Fig. 1: where the registers sit
Drawn at 2 px/um.
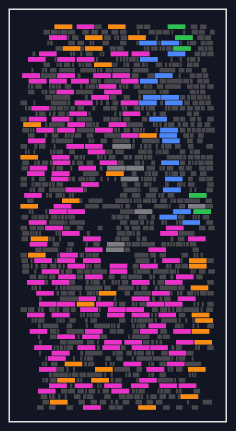
Fig. 2: clock nets
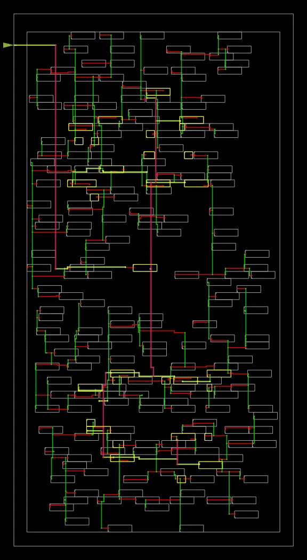
Design regfile_wb_queue, sky130hd; sources not shown.
==> results.txt <==
run metrics: Post-Syn Area 10,500 um^2, WL per Instance 19.4 um, Worst slew margin 0.475, routed wire length between 20,000 and 30,000 um, Most Frequent Cell on Critical Path inv_1, CTS root buffer clkbuf_16, die width 108 um, Area Growth Syn to Fin 19.2%, Mapped Cells 999, Crit. End Element output pin, placed cell area 12,000 um^2, adder share 0.0193, H-tree Lvls 4, CP Max Fanout 5, yosys xor share 0.0475, syn nets 1,102, vias in the first global route 8,037, measured slew at the worst slew-check pin 0.788 ns, Max clock buf depth 2, critical path's top delay family buffers and inverters, peak supply drop roughly 0.00043 V, CP Buf/Inv Count 4, Largest logic family multiplexers, EDFF count, synth 0, I/O Buffers 129, post-synthesis simple-gate area fraction 0.118, critical path depth 7, row count slightly above 70, DR vias 7,720, yosys cell count between 900 and 1,000, Synth Area in Compound Gates 0.0842, outcome finished clean, Largest register FFs 128, HP Class primary input to asynchronous set/reset pin, Post-Place Worst Slack 0.106 ns, CTS clock-pin slew for the worst setup and hold paths 0.07 ns, Mux area share 0.220, final hold vios 0, final core utilization 0.665, Post-DRT Antenna Nets 0, CP cell instances inv_1 -> buf_4 -> ha_1 -> ha_2 -> inv_1 -> or3_1 -> clkdlybuf4s50_1, crit start category flip-flop, Final GP Congestion 0.909, clk latency late pin 0.44 ns, register area share after synthesis 0.459, DP HPWL between 15,000 and 20,000 um, layout cells sized above 1 0.109, Hold WS 0.277 ns, FF-to-FF path depth 10, CTS tree yes, largest net degree at the start of global routing about 80, syn avg cell area ~11 um^2, tool warnings 30, Die Size 22,200 um^2, slowest CP cell clkdlybuf4s50_1, Data arrival, critical path approximately 2.6 ns, fin. max-slew vios 0, DR pass1 iterations 5, FP Util 0.558, core area 18,800 um^2, endpoints failing setup 0, max cap viols 0, IO Count roughly 130, Fmax 285 MHz, gr usage total 0.250, most used flip-flop cell dfrtp_1, Filler Cell Count about 1,500, critical path's largest stage delay 0.55 ns, Cell Pwr Density slightly below 900 nW/um^2, Vias/cell 5.63, Finished Cell Area 12,500 um^2, iteration-0 DRC count of the detailed router 342, antenna violations before repair 0, Yosys reg bits 193, sum of negative setup slack 0 ns, area reported by Yosys stat 10,500 um^2
Notes on Fig. 1 above:
Key: writedata = orange [sequential cells 32, where widely spread]; ent_data = magenta [sequential cells 128]; rd = green [sequential cells 5]; ent_rd = blue [sequential cells 20]
Another 8 sequential cells are not colored.
flop share of the area: 0.386
total sequential power: 3.80 mW
Register Area: 4830 um^2

Notes on Fig. 2 above:
Power Clock: 1.65 mW
Inserted Clock Buffers: 17
final-layout clock buffer total: 17
flip-flops: 193

[synth_stat cells, types with 6 or more instances]
master	n	share of area
nand3_1	7	0.0033
a21oi_1	77	0.037
xor2_1	28	0.023
inv_1	11	0.0039
nor4_1	7	0.0042
buf_2	6	0.0029
nor2_1	78	0.028
buf_12	10	0.019
mux4_2	37	0.079
buf_1	12	0.0043
dfrtp_1	193	0.46
ha_1	13	0.015
nand2_1	186	0.066
o21ai_1	64	0.030
o21ai_2	10	0.0083
clkbuf_1	40	0.014
mux2i_1	148	0.14
xnor2_1	29	0.024
[where the power goes]
group | internal (mW) | leakage [nW] | total (mW) | switching, mW
registers | 3.09 | 2.27 | 3.80 | 0.714
clock network | 0.835 | 0.269 | 1.65 | 0.813
logic | 2.71 | 3.56 | 5.64 | 2.92
[through the flow]
step | std cells | power [mW]
6_report | 1372 | 11.1
3_5_place_dp | 1340 | 9.52
4_1_cts | 1372 | 11.2
5_1_grt | 1372 | 11.9
2_1_floorplan | 999 | 7.80
3_3_place_gp | 1340 | 9.35
[cell type report]
type / count / area, um^2 / share of cell area
multi-input cells: 721 / 5160 / 0.412
flip-flops and latches: 193 / 4830 / 0.386
repair buffers: 160 / 1630 / 0.130
clock buffers: 17 / 425 / 0.0339
well taps: 255 / 319 / 0.0255
clock inverters: 15 / 123 / 0.00978
inverters: 11 / 41.3 / 0.00329
[cell usage in the layout, fill, tap and decap left out, types with 3 or more instances in the layout]
master           synthesis  layout
clkdlybuf4s50_1          0     126
dfrtp_1                193     191
nand3_1                  7       7
o21ai_2                 10      10
mux4_2                  37      37
xor2_1                  28      28
nand4_1                  3       3
nor2_1                  78      78
clkbuf_16                0      17
inv_6                    0       6
nand2_1                186     186
or4_1                    3       3
buf_12                  10       8
mux2i_1                148     148
clkinv_2                 0       3
buf_4                    0      23
o21ai_1                 64      64
ha_1                    13      12
inv_1                   11      10
nor3_1                   4       4
nor4_1                   7       5
xnor2_1                 29      29
a21oi_1                 77      77
[metal layers]
metal	GRT usage	share of wire	up-vias
met1	0.305	0.40	3784
met3	0.0392	0.042	51
li1	-	-	3666
met2	0.448	0.54	219
met5	0	0	-
met4	0.0826	0.026	0
[worst reg2reg max path, delay by kind of cell (launching register included)]
| family | cells | cell delay (ns) |
|---|---|---|
| AND/OR/NAND/NOR | 1 | 0.16 |
| flip-flops | 1 | 0.42 |
| XOR/XNOR | 1 | 0.13 |
| AND-OR/OR-AND | 1 | 0.49 |
| adder cells (fa/ha/maj) | 4 | 1.36 |
| buffers and inverters | 3 | 0.31 |
[logic make-up after synthesis]
logic type      after synthesis
fa+ha+maj                    15
compound gates              163
mux                         185
flops                       193
xor+xnor                     57
buf+inv                      85
simple gates                301
[repair_timing]
| item | 4_1_cts | 5_1_grt |
|---|---|---|
| setup endpoints to repair | 0 | 2 |
| buffers inserted | 0 | 0 |
| resized | 0 | 2 |
| endpoints found under the hold margin | 0 | 0 |
Power figures rest on the tool's default switching activity, not on a simulated workload.
